==> config.mk <==
export PLATFORM = sky130hd
export DESIGN_NAME = tjmono_rx_arbiter_flat
export DESIGN_NICKNAME = d
export VERILOG_FILES = /design/src/rtl/tjmono_rx_arbiter_if.sv /design/src/rtl/tjmono_rx_arbiter.sv /design/src/flat_wrapper.sv
export SDC_FILE = /design/constraint.sdc
export NUM_CORES = 1
export LEC_CHECK = 0
export ABC_CLOCK_PERIOD_IN_PS = 1700
export CAP_MARGIN = 40
export CORE_MARGIN = 5
export CORE_UTILIZATION = 35
export CTS_CLUSTER_DIAMETER = 80
export DETAILED_ROUTE_END_ITERATION = 10
export PLACE_DENSITY = 0.71
export RECOVER_POWER = 100
export SYNTH_ARGS = -nofsm -noshare
export SYNTH_HDL_FRONTEND = slang
export SYNTH_SLANG_ARGS = --single-unit
==> constraint.sdc <==
create_clock -name BUS_CLK -period 1.7 [get_ports BUS_CLK]
set_input_delay 0.34 -clock BUS_CLK [delete_from_list [all_inputs] [get_ports BUS_CLK]]
set_output_delay 0.34 -clock BUS_CLK [all_outputs]
set_load 0.01 [all_outputs]
==> images/met1.png <==
Scale: 4 px per um. Supply wires on this layer in gray.
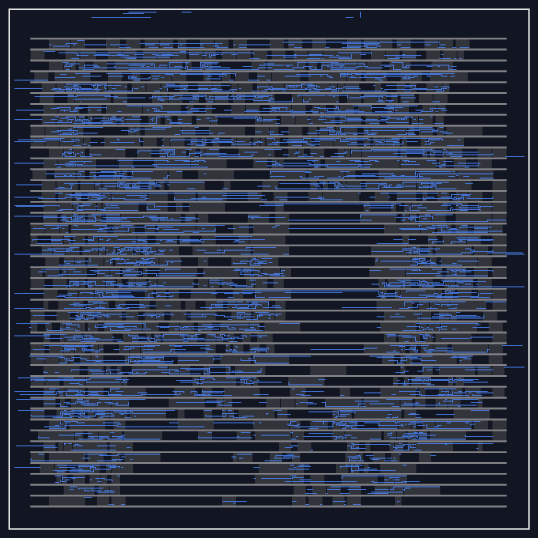
wire length on this layer: 7480 um
share of all routed wire: 41%
main direction: horizontal
final wirelength: 18.2 mm
DR vias: 5247
GRT met1 Usage: 0.266

==> images/met2.png <==
Scale: 4 px per um.
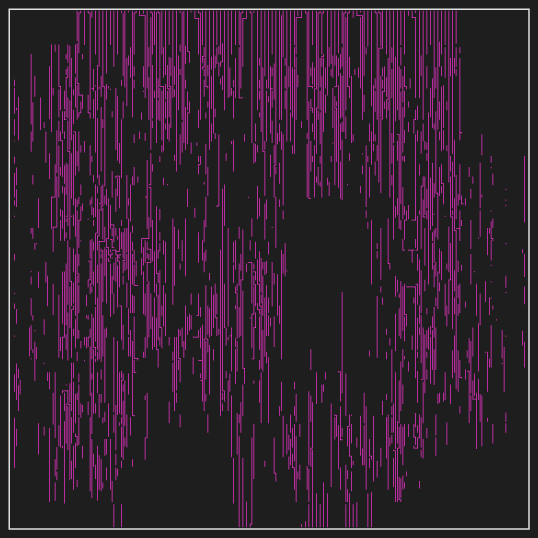
longest straight run: 50.5 um
main direction: vertical
nets with wire on the layer: 849
share of all routed wire: 51%
wire length on this layer: 9260 um
met2 Use GR: 0.344

==> Changelog: implementation <==
### Metrics

- DP Wirelength: 13.7 mm
- # rows: 43
- Syn Area/Cell: 9.44 sq um
- VDD IR max: 0.529 mV
- Post-route ant nets: 0
- Port buffer count: 221
- Number of enable flip-flop cells: 0
- Ys cells: 530
- Minimum clock period: 1870 ps
- Power per Cell Area: 877 nW/um^2
- DR iter-0 viols: 357
- Crit-path leading delay family: AND-OR/OR-AND gates
- Static Leakage: 3.75 nW
- Power, Total: 7.73 mW
- Clock tree from TritonCTS: built
- Total gr overflow: 0
- Final worst-path cycle share: 1.10
- First-pass DRT Iterations: 6
- Postcts setup bufs: 15
- Worst Hold Depth: 1
- Fmax: 534 MHz
- Initial antenna violation count: 0
- Non-Filler Instances: 1006
- Drt drc: 0
- Yosys reg bits: 90
- Die ar.: 16800 sq um
- Routed wire per std cell: 18.1 um
- Deepest level of the CTS H-tree: 3
- Clock slew at reported path FFs: 60 ps
- Hold-fix buffers, CTS: 1
- Late-Pin Clk Latency: 340 ps
- Final antenna diode count: 0
- Syn nets: 673
- Failing checks: setup timing
- Dpl cell area: 7920 sq um
- Setup WS pre-CTS: -467 ps
- Most frequent cells in the layout: 190 x clkdlybuf4s50_1, 83 x dfrtp_1, 58 x buf_4, 49 x nand2_1, 35 x a21oi_1
- IO Count: 222
- Share of layout cells above drive strength 1: 0.234
- CP Buf/Inv Count: 2
- Die W: 130 um
- Status: finished, violations left
- GRT Util Overall: 0.207
- Fin util: 0.632
- HP Class: reg -> reg
- Crit path depth: 7
- Final hold violations: 0
- Core outline area: 13900 sq um
- Worst-margin pin slew: 676 ps
- Starting Density: 0.359
- OpenROAD warning count: 29
- Final setup TNS: -1790 ps
- Vias in the first global route: 5371
- FFs w/ async S/R, synth: 1.00
- Synthesized cell area: 5000 sq um
- Placed Cells: 963
- Max Root-Sink Buffers: 2
- Worst Setup End Kind: register
- WHS: 468 ps
- Largest net degree at the start of global routing: 47
- CP max stage delay: 440 ps
- Rel. slew slack: 0.549
- Yosys Chip Area: 5000 sq um
- R2R depth: 7
- Req. time, crit path: 1920 ps
- R2r setup slk: -170 ps
- Max Cap Viol: 0
- Setup WS post-layout: -173 ps
- Final setup viols: 26
- GPL Wtd Cong: 0.940
- YS warnings: 0
- Layout area overhead: 76.0%
- Ys flop type: dfrtp_1
- Top cell excl fill/tap: clkdlybuf4s50_1
- Clock root buffer: clkbuf_16
- Crit start category: register
- Vias per cell: 5.22
- Syn Inst Count: 530
- Yosys cell types: 59
- Post-Layout Inst Area: 8810 sq um
- CP cell instances: buf_6 > buf_4 > a211oi_1 > o21ai_1 > o2111ai_2 > nand3_4 > mux2_4
- Synth Seq Share: 0.451
- Die Ht: 130 um
- Resized Gates After CTS: 62
- Clock Skew: 6.51 ps
- CP arrival: 2090 ps
- Slowest cell on the critical path: dfrtp_2
- Crit Path Max Fanout: 4
- First-pass GRT wire length: 27.5 mm
- Max Slew Vio Count: 0
- Critical path class: reg -> reg
- Final #Nets: 964
- RSZ-0062 raised after global routing: true
- Clk sinks: 90
- Num CTS Buffers: 9
==> cell families (layout without fill, tap and decap cells) <==
| family | Yosys count | count (layout) | synth area share |
|---|---|---|---|
| multiplexers | 9 | 9 | 0.0200 |
| flip-flops | 90 | 90 | 0.451 |
| adder cells (fa/ha/maj) | 3 | 3 | 0.00750 |
| XOR/XNOR | 37 | 37 | 0.0648 |
| AND/OR/NAND/NOR | 221 | 221 | 0.246 |
| AND-OR/OR-AND | 129 | 129 | 0.176 |
| buffers and inverters | 40 | 336 | 0.0343 |
| other | 1 | 1 | 0.000749 |
==> Yosys cell counts (4+ instances only) <==
cell	count	area, sq um
nor3_1	34	170
xnor2_1	30	263
and2_1	5	31.3
nor2_1	21	78.8
xor2_1	7	61.3
mux2_2	7	78.8
inv_1	6	22.5
nor2b_1	35	219
nand2_1	53	199
o21ai_0	36	180
a221oi_1	31	272
and4_1	9	78.8
nand4_1	9	56.3
nor3b_1	4	30.0
nand2b_1	10	62.6
nand3_1	16	80.1
dfrtp_1	88	2200
clkbuf_1	27	101
a21oi_1	35	175
and3_1	13	81.3
==> cell type report <==
class | instances | area [sq um]
well taps | 180 | 225
repair buffers | 313 | 2940
flip-flops and latches | 90 | 2260
clock buffers | 12 | 267
clock inverters | 4 | 25.0
fillers | 1128 | 5130
inverters | 7 | 26.3
multi-input cells | 400 | 3070
==> layer usage <==
layer	track usage	up-vias	routed length, um
met5	0	-	0
met4	0.0807	0	520
met3	0.0396	43	947
met2	0.344	169	9260
met1	0.266	2527	7480
li1	-	2508	-
==> report_power, final <==
part / internal (mW) / switching, mW
logic: 1.61 / 1.32
registers: 2.58 / 0.288
clock network: 1.11 / 0.821
total: 5.30 / 2.43
No activity file was given, so power comes from the tool's default toggle rates.
